===== src/rtl/ysyx_22040759_mem_arbiter.sv =====
// Two-requester (fetch / load-store) arbiter onto a single memory port.
// Round-robin grant, one outstanding transaction, per-transaction timeout.
//
// Handshake: a requester holds *_req until its combinational *_gnt pulse (IDLE only);
// mem_req is held with stable mem_* until mem_ready is sampled high; mem_rvalid is
// accepted only in WAIT; *_rvalid is a single-cycle pulse with no back-pressure.
module ysyx_22040759_mem_arbiter #(
  parameter int TIMEOUT_CYC = 255
) (
  input  logic        clk,
  input  logic        rst_n,
  input  logic        if_req,
  input  logic [63:0] if_addr,
  output logic        if_gnt,
  output logic        if_rvalid,
  output logic [31:0] if_inst,
  output logic        if_err,
  input  logic        ls_req,
  input  logic        ls_we,
  input  logic [63:0] ls_addr,
  input  logic [63:0] ls_wdata,
  input  logic [7:0]  ls_wmask,
  output logic        ls_gnt,
  output logic        ls_rvalid,
  output logic [63:0] ls_rdata,
  output logic        ls_err,
  output logic        mem_req,
  output logic        mem_we,
  output logic [63:0] mem_addr,
  output logic [63:0] mem_wdata,
  output logic [7:0]  mem_wmask,
  input  logic        mem_ready,
  input  logic        mem_rvalid,
  input  logic [63:0] mem_rdata,
  output logic [1:0]  dbg_state
);

  typedef enum logic [1:0] {
    S_IDLE = 2'd0,
    S_REQ  = 2'd1,
    S_WAIT = 2'd2,
    S_RESP = 2'd3
  } state_t;

  localparam logic [15:0] TIMEOUT_LAST = 16'(TIMEOUT_CYC - 1);
  localparam logic [31:0] NOP_INST     = 32'h0000_0013;

  state_t      r_state;
  logic        r_prio_if;
  logic        r_owner_ls;
  logic        r_we;
  logic        r_addr_hi;
  logic [15:0] r_cnt;

  logic        r_mem_req;
  logic        r_mem_we;
  logic [63:0] r_mem_addr;
  logic [63:0] r_mem_wdata;
  logic [7:0]  r_mem_wmask;

  logic        r_if_rvalid;
  logic [31:0] r_if_inst;
  logic        r_if_err;
  logic        r_ls_rvalid;
  logic [63:0] r_ls_rdata;
  logic        r_ls_err;

  logic        w_idle;
  logic        w_ls_gnt;
  logic        w_if_gnt;
  logic        w_if_null;
  logic        w_if_mis;
  logic        w_cnt_hit;
  logic [31:0] w_fetch_word;
  logic        w_unused;

  // Grants are gated by rst_n so every output reads 0 while reset is held.
  assign w_idle       = (r_state == S_IDLE) && rst_n;
  assign w_ls_gnt     = w_idle && ls_req && (!if_req || !r_prio_if);
  assign w_if_gnt     = w_idle && if_req && !w_ls_gnt;
  assign w_if_null    = (if_addr == 64'd0);
  assign w_if_mis     = (if_addr[1:0] != 2'b00);
  assign w_cnt_hit    = (r_cnt == TIMEOUT_LAST);
  assign w_fetch_word = r_addr_hi ? mem_rdata[63:32] : mem_rdata[31:0];
  assign w_unused     = ^ls_addr[2:0];

  assign if_gnt    = w_if_gnt;
  assign ls_gnt    = w_ls_gnt;
  assign if_rvalid = r_if_rvalid;
  assign if_inst   = r_if_inst;
  assign if_err    = r_if_err;
  assign ls_rvalid = r_ls_rvalid;
  assign ls_rdata  = r_ls_rdata;
  assign ls_err    = r_ls_err;
  assign mem_req   = r_mem_req;
  assign mem_we    = r_mem_we;
  assign mem_addr  = r_mem_addr;
  assign mem_wdata = r_mem_wdata;
  assign mem_wmask = r_mem_wmask;
  assign dbg_state = r_state;

  always_ff @(posedge clk or negedge rst_n) begin
    if (!rst_n) begin
      r_state     <= S_IDLE;
      r_prio_if   <= 1'b0;
      r_owner_ls  <= 1'b0;
      r_we        <= 1'b0;
      r_addr_hi   <= 1'b0;
      r_cnt       <= 16'd0;
      r_mem_req   <= 1'b0;
      r_mem_we    <= 1'b0;
      r_mem_addr  <= 64'd0;
      r_mem_wdata <= 64'd0;
      r_mem_wmask <= 8'd0;
      r_if_rvalid <= 1'b0;
      r_if_inst   <= 32'd0;
      r_if_err    <= 1'b0;
      r_ls_rvalid <= 1'b0;
      r_ls_rdata  <= 64'd0;
      r_ls_err    <= 1'b0;
    end else begin
      // Response outputs live for exactly the RESP cycle; set only on entry.
      r_if_rvalid <= 1'b0;
      r_if_inst   <= 32'd0;
      r_if_err    <= 1'b0;
      r_ls_rvalid <= 1'b0;
      r_ls_rdata  <= 64'd0;
      r_ls_err    <= 1'b0;

      case (r_state)
        S_IDLE: begin
          r_cnt <= 16'd0;
          if (w_ls_gnt) begin
            r_owner_ls  <= 1'b1;
            r_prio_if   <= 1'b1;
            r_we        <= ls_we;
            r_addr_hi   <= 1'b0;
            r_mem_req   <= 1'b1;
            r_mem_we    <= ls_we;
            r_mem_addr  <= {ls_addr[63:3], 3'b000};
            r_mem_wdata <= ls_wdata;
            r_mem_wmask <= ls_wmask;
            r_state     <= S_REQ;
          end else if (w_if_gnt) begin
            r_owner_ls <= 1'b0;
            r_prio_if  <= 1'b0;
            r_we       <= 1'b0;
            r_addr_hi  <= if_addr[2];
            if (w_if_null) begin
              r_if_rvalid <= 1'b1;
              r_if_inst   <= NOP_INST;
              r_state     <= S_RESP;
            end else if (w_if_mis) begin
              r_if_rvalid <= 1'b1;
              r_if_err    <= 1'b1;
              r_state     <= S_RESP;
            end else begin
              r_mem_req   <= 1'b1;
              r_mem_we    <= 1'b0;
              r_mem_addr  <= {if_addr[63:3], 3'b000};
              r_mem_wdata <= 64'd0;
              r_mem_wmask <= 8'd0;
              r_state     <= S_REQ;
            end
          end
        end

        S_REQ: begin
          if (mem_ready || w_cnt_hit) begin
            r_mem_req   <= 1'b0;
            r_mem_we    <= 1'b0;
            r_mem_addr  <= 64'd0;
            r_mem_wdata <= 64'd0;
            r_mem_wmask <= 8'd0;
            r_cnt       <= 16'd0;
          end else begin
            r_cnt <= r_cnt + 16'd1;
          end
          // A ready arriving on the last allowed cycle still wins over the abort.
          if (mem_ready) begin
            r_state <= S_WAIT;
          end else if (w_cnt_hit) begin
            r_if_rvalid <= !r_owner_ls;
            r_if_err    <= !r_owner_ls;
            r_ls_rvalid <= r_owner_ls;
            r_ls_err    <= r_owner_ls;
            r_state     <= S_RESP;
          end
        end

        S_WAIT: begin
          if (mem_rvalid) begin
            r_cnt <= 16'd0;
            if (r_owner_ls) begin
              r_ls_rvalid <= 1'b1;
              r_ls_rdata  <= r_we ? 64'd0 : mem_rdata;
            end else begin
              r_if_rvalid <= 1'b1;
              r_if_inst   <= w_fetch_word;
            end
            r_state <= S_RESP;
          end else if (w_cnt_hit) begin
            r_cnt       <= 16'd0;
            r_if_rvalid <= !r_owner_ls;
            r_if_err    <= !r_owner_ls;
            r_ls_rvalid <= r_owner_ls;
            r_ls_err    <= r_owner_ls;
            r_state     <= S_RESP;
          end else begin
            r_cnt <= r_cnt + 16'd1;
          end
        end

        S_RESP: begin
          r_cnt   <= 16'd0;
          r_state <= S_IDLE;
        end

        default: begin
          r_state <= S_IDLE;
        end
      endcase
    end
  end

endmodule


===== config.mk =====
export PLATFORM = sky130hd
export DESIGN_NAME = ysyx_22040759_mem_arbiter
export DESIGN_NICKNAME = d
export VERILOG_FILES = /design/src/rtl/ysyx_22040759_mem_arbiter.sv
export SDC_FILE = /design/constraint.sdc
export NUM_CORES = 1
export LEC_CHECK = 0
export CORE_AREA = 3 3 201 203
export CTS_CLUSTER_SIZE = 8
export DETAILED_ROUTE_END_ITERATION = 12
export DIE_AREA = 0 0 204 206
export GPL_TIMING_DRIVEN = 0
export PLACE_DENSITY = 0.54
export SYNTH_ARGS = -nofsm -noshare
export SYNTH_HDL_FRONTEND = slang
export SYNTH_SLANG_ARGS = --single-unit
export TNS_END_PERCENT = 100

===== constraint.sdc =====
create_clock -name clk -period 3.14 [get_ports clk]
set_clock_uncertainty 0.1 [all_clocks]
set_input_delay 0.471 -clock clk [delete_from_list [all_inputs] [get_ports clk]]
set_output_delay 0.471 -clock clk [all_outputs]
set_load 0.05 [all_outputs]

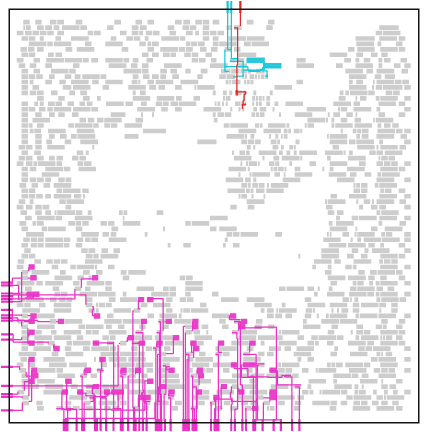
Run 1: I/O nets highlighted
Scale: 2 px per um.
Key: if_gnt = red [bits 1, direction output, edge top, end cells 1, wire 59.5 um]; ls_wdata = magenta [bits 64, direction input, edge 47 bottom, 17 left, end cells 64, wire 2,120 um]; dbg_state = cyan [bits 2, direction output, edge top, end cells 2, wire 134 um]

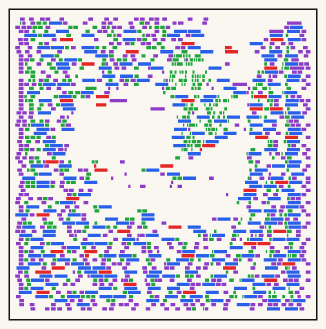
Run 1: placement by cell class
Scale: 1.5 px per um.
Key: flops = blue [cells 256]; clock drivers and dummy loads = red [cells 45]; combinational and other logic = green [cells 469]; other buffers and delay cells = purple [cells 570]

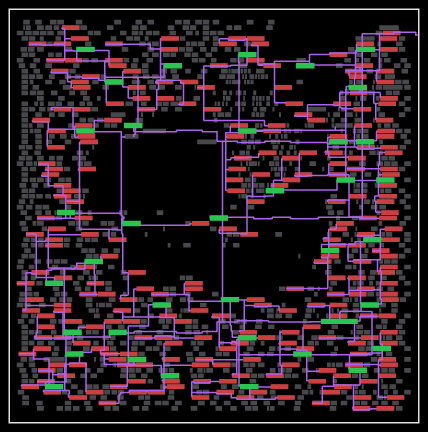
Run 1: clock wires, drivers and flops
Scale: 2 px per um.
Key: flip-flops = red [count 256]; clock drivers = green [count 38]; clock wires = purple [length 4,180 um]
Position of the flops: spread over the die.
clock network fraction of total power: 23.6%
clock insertion delay at the later pin of the skew report: 0.54 ns
power drawn by the clock network: 3.79 mW

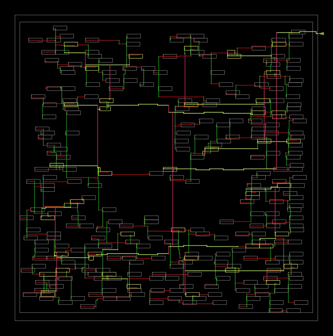
Run 1: clock routing
number of clock-tree buffers in the layout: 42
count of flip-flops and latches: 256
CTS Sinks: 256
number of buffers inserted during clock tree synthesis: 38

==> PnR_summary.wiki, run 1 <==
== Run summary ==
{| class="wikitable"
! Metric !! Value
|-
| Pin count of the biggest net entering global routing || 102
|-
| Min Clock Period, post-route || 3.02 ns
|-
| Longest Clk Path Bufs || 3
|-
| Gate Area || 3520 um2
|-
| RSZ-0062 raised after global routing || true
|-
| Storage element area || 6410 um2
|-
| Number of cell rows || 72
|-
| Sequential cell area fraction in the yosys report || 62.7%
|-
| Level count of the clock H-tree || 2
|-
| Vias in the first global route || 9,384
|-
| Yosys reg bits || 256
|-
| Post-layout nets || 1,613
|-
| Number of buffer and inverter stages on the critical path || 3
|-
| Portion of synthesized cell area occupied by the leading cell type || 62.7%
|-
| Die span in y || 206 um
|-
| Largest fanout of any net on the critical path || 7
|-
| Cell with the largest stage delay on the worst path || sky130_fd_sc_hd__dlygate4sd2_1
|-
| Total count of hold-check failures in the final report || 0
|-
| Placed wire-length estimate after detailed placement || 32,200 um
|-
| Slew @ Worst Pin || 0.933 ns
|-
| Worst Slack Setup Final || 0.121 ns
|-
| Data arrival time of the critical path || 2.45 ns
|-
| Main flop type after synthesis || sky130_fd_sc_hd__dfrtp_1
|-
| Result of the run || completed
|-
| CTS tree || yes
|-
| Die width || 204 um
|-
| Fill cell count || 3,657
|-
| Part of the cycle the worst path needs || 96.2%
|-
| Drt pass-1 iters || 7
|-
| Most used standard cells in the synthesized netlist || 256 x sky130_fd_sc_hd__dfrtp_1, 94 x sky130_fd_sc_hd__mux2i_1, 74 x sky130_fd_sc_hd__a22o_1
|-
| Synth area leaders || sky130_fd_sc_hd__dfrtp_1 63%, sky130_fd_sc_hd__mux2i_1 9.2%, sky130_fd_sc_hd__a22o_1 6.3%
|-
| Worst ir drop on vdd || 0.558 mV
|-
| Yosys stat cell total || 779
|-
| Number of warnings the tools reported || 38
|-
| Commonest cells after routing, fill and taps aside || 503 x sky130_fd_sc_hd__clkdlybuf4s50_1, 256 x sky130_fd_sc_hd__dfrtp_1, 94 x sky130_fd_sc_hd__mux2i_1
|-
| Reg2Reg Launch Point || dbg_state[0]
|-
| Finished Layout Cells || 1,859
|-
| Wire length of the first global-routing pass || 61,300 um
|-
| Top cell excl fill/tap || sky130_fd_sc_hd__clkdlybuf4s50_1
|-
| Class of the tightest hold or removal check || reg2reg
|-
| Fin util || 44.5%
|-
| CP max stage delay || 0.58 ns
|-
| Number of enable flip-flop cells || 0
|-
| Crit path from || dbg_state[0]
|-
| CTS root buffer || sky130_fd_sc_hd__clkbuf_16
|-
| Critical path endpoint category || output pin
|}
[run 1: final cells by class]
cell class                 count  share of cell area, %
multi-input combinational    463                   20.5
tap                          518                   3.77
sequential                   256                   37.2
antenna                        1                 0.0145
timing repair buffer         514                   30.6
inverter                       6                  0.131
buffer                        56                   1.66
clock buffer                  42                   5.80
clock inverter                 3                  0.342
[run 1: how the worst max path moves through the flow]
stage	cells past startpoint	to	slack (ns)
global route	6	if_gnt	-0.03
finish	5	ls_gnt	0.12
detailed placement	7	mem_wdata[2]	-0.64
CTS	6	if_gnt	0.07
floorplan	5	if_gnt	0.26
global placement	9	mem_addr[54]	-11.70
[run 1: state kept, by name (all words and copies together) (netlist names)]
signal,count
r_owner_ls,1
mem_we,1
if_err,1
r_addr_hi,1
mem_addr,61
ls_rdata,64
ls_rvalid,1
mem_wdata,64
mem_req,1
if_inst,32
r_we,1
ls_err,1
dbg_state,2
r_cnt,16
mem_wmask,8
if_rvalid,1
[run 1: layer usage]
metal  up-vias  part of all wire (%)
li1       3929                     -
met1      4195                    39
met2       375                    50
met3        51                   9.7
met4         4                   1.9
met5         -                 0.064
[run 1: cell families (layout without fill, tap and decap cells)]
kind of cell,count (synthesis),in the layout,share of synthesized area [%]
compound gates,163,163,13.2
xor+xnor,12,12,1.03
fa+ha+maj,7,7,0.858
buf+inv,62,621,2.98
flops,256,256,62.7
mux,94,94,9.21
other cells,1,4,0.0367
simple gates,184,184,9.92
[run 1: power by group]
part           leakage (nW)  switching, mW  total (mW)  internal (mW)
Combinational          3.79           4.93        7.64           2.71
Sequential             3.43          0.468        4.61           4.14
Clock                 0.519           1.48        3.79           2.31
Total                  7.74           6.88        16.0           9.16
Run 1, M3 wires:
Scale: 2 px per um.
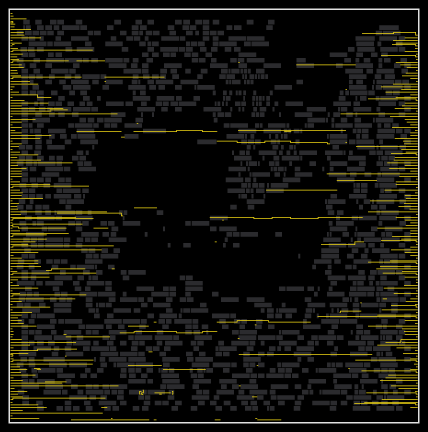

==> run 1 -> run 2 <==
Settings changed: CORE_AREA 3 3 201 203 to 8 8 195 197, DIE_AREA 0 0 204 206 to 0 0 203 205, MAX_ROUTING_LAYER set to met4, PLACE_DENSITY 0.54 to 0.6.
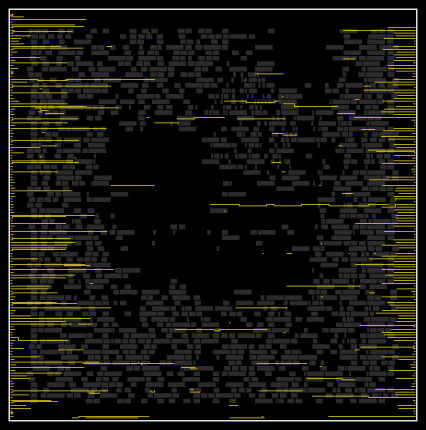
Run 2: M3 wires
Scale: 2 px per um.
The layer carries 4,150 um of wire. The layer holds 9.7% of the routed length. 327 nets have wire on it. The wires run mostly horizontal. The longest straight run is 51.3 um.

==> run 2 against run 1 <==
Net effect: global-route usage is 1.1 points higher; sequential power hardly changed; non-clock buffer count grew 3.
==> PnR_summary.wiki, run 2 <==
== Run summary ==
{| class="wikitable"
! Metric !! Value
|-
| Internal portion of total power || 8.94 mW (was 9.16 mW)
|-
| Power share of the combinational group || 48.4% (was 47.6%)
|-
| CTS Sinks || 256 (unchanged)
|-
| Die width || 203 um (was 204 um)
|-
| Sw Share || 43.3% (was 42.9%)
|-
| Vias in the first global route || 9,508 (was 9,384)
|-
| Commonest cells after routing, fill and taps aside || 503 x sky130_fd_sc_hd__clkdlybuf4s50_1, 256 x sky130_fd_sc_hd__dfrtp_1, 94 x sky130_fd_sc_hd__mux2i_1 (unchanged)
|-
| Class of the tightest hold or removal check || reg2reg (unchanged)
|-
| Reported net switching power || 6.84 mW (was 6.88 mW)
|-
| Part of the cycle the worst path needs || 96.1% (was 96.2%)
|-
| Critical path endpoint category || flop (was output pin)
|-
| Number of cell rows || 69 (was 72)
|-
| Largest fanout of any net on the critical path || 10 (was 7)
|-
| Min Clock Period, post-route || 3.02 ns (about the same)
|-
| Most used standard cells in the synthesized netlist || 256 x sky130_fd_sc_hd__dfrtp_1, 94 x sky130_fd_sc_hd__mux2i_1, 74 x sky130_fd_sc_hd__a22o_1 (unchanged)
|-
| Drt pass-1 iters || 5 (was 7)
|-
| Max-slew violation total from the final report || 0 (unchanged)
|-
| Die span in y || 205 um (was 206 um)
|-
| Number of buffers inserted during clock tree synthesis || 37 (was 38)
|-
| Number of vias per cell after detailed routing || 4.75 (was 4.60)
|-
| Yosys stat cell total || 779 (unchanged)
|-
| CP max stage delay || 0.51 ns (was 0.58 ns)
|-
| CTS tree || yes (unchanged)
|-
| Yosys Chip Area || 10,200 um2 (unchanged)
|-
| Pin count of the biggest net entering global routing || 81 (was 102)
|-
| Fill cell count || 3,164 (was 3,657)
|-
| Total count of hold-check failures in the final report || 0 (unchanged)
|-
| Result of the run || completed (unchanged)
|-
| Number of buffer and inverter stages on the critical path || 3 (unchanged)
|-
| RSZ-0062 raised after global routing || false (was true)
|-
| Clock insertion delay at the later pin of the skew report || 0.52 ns (was 0.54 ns)
|-
| Cell with the largest stage delay on the worst path || sky130_fd_sc_hd__nor4_1 (was sky130_fd_sc_hd__dlygate4sd2_1)
|-
| Post-layout nets || 1,615 (was 1,613)
|-
| Level count of the clock H-tree || 2 (unchanged)
|-
| Power drawn by the clock network || 3.52 mW (was 3.79 mW)
|-
| Gate Area || 3520 um2 (unchanged)
|-
| Clock network fraction of total power || 22.3% (was 23.6%)
|-
| Storage element area || 6410 um2 (unchanged)
|-
| Power in combinational cells || 7.64 mW (about the same)
|-
| Total non-filler cell area in the finished layout || 17,100 um2 (was 17,200 um2)
|-
| Slew @ Worst Pin || 0.909 ns (was 0.933 ns)
|-
| Portion of synthesized cell area occupied by the leading cell type || 62.7% (unchanged)
|-
| CTS root buffer || sky130_fd_sc_hd__clkbuf_16 (unchanged)
|-
| Longest Clk Path Bufs || 3 (unchanged)
|-
| Yosys reg bits || 256 (unchanged)
|-
| Wire length of the first global-routing pass || 63,200 um (was 61,300 um)
|-
| Sequential cell area fraction in the yosys report || 62.7% (unchanged)
|-
| Data arrival time of the critical path || 3.30 ns (was 2.45 ns)
|-
| Reg power frac || 29.2% (was 28.7%)
|-
| Synth area leaders || sky130_fd_sc_hd__dfrtp_1 63%, sky130_fd_sc_hd__mux2i_1 9.2%, sky130_fd_sc_hd__a22o_1 6.3% (unchanged)
|-
| Worst ir drop on vdd || 0.425 mV (was 0.558 mV)
|-
| Reported sequential group power || 4.61 mW (about the same)
|-
| Top cell excl fill/tap || sky130_fd_sc_hd__clkdlybuf4s50_1 (unchanged)
|}
[run 2: logic make-up (layout without fill, tap and decap cells)]
family	Yosys count	after routing	synth area share, %
compound gates	163	163	13.2
simple gates	184	184	9.92
buf+inv	62	619	2.98
mux	94	94	9.21
xor+xnor	12	12	1.03
other cells	1	6	0.0367
fa+ha+maj	7	7	0.858
flops	256	256	62.7
[run 2: layout make-up]
class	instances	share of cell area, %
multi-input cells	463	20.6
flip-flops and latches	256	37.5
inverters	6	0.132
well taps	461	3.38
diodes	3	0.0440
clock buffers	37	5.42
clock inverters	3	0.220
repair buffers	517	31.0
plain buffers	56	1.67
[run 2: final timing paths]
| check | to | from | cells past startpoint | slack [ns] |
|---|---|---|---|---|
| max | mem_addr[32] | if_addr[19] | 8 | 0.12 |
| min | mem_addr[35] | mem_addr[35] | 1 | 0.38 |
| max reg2reg | mem_addr[34] | dbg_state[1] | 10 | 0.36 |
| min reg2reg | mem_addr[35] | mem_addr[35] | 1 | 0.38 |
| max in group asynchronous | mem_req | rst_n | 6 | 0.73 |
| min in group asynchronous | mem_addr[23] | rst_n | 3 | 0.46 |
[run 2: per-layer routing]
metal  routed length [um]  track usage [%]  vias up
met2                20700             33.8      400
met5                    0                -        -
met1                17200             23.5     4183
met4                  983             5.75        0
met3                 4150             8.19       58
li1                     -                -     3925
[run 2: through the flow]
step                cells  hold slack [ns]  util, %  power (mW)
floorplan             781           0.0754        -        9.32
global placement     1748            0.367     45.4        12.3
finish               1802            0.382     48.8        15.8
CTS                  1799            0.384     48.8        16.0
detailed placement   1750            0.313     45.5        12.3
global route         1802            0.397     48.8        16.5
[run 2: timing repair]
item                                    CTS  global route
hold buffers                              9             0
hold endpoints to repair                 52             0
resized                                   4             8
endpoints found under the setup margin   61            22
No activity file was given, so power comes from the tool's default toggle rates.
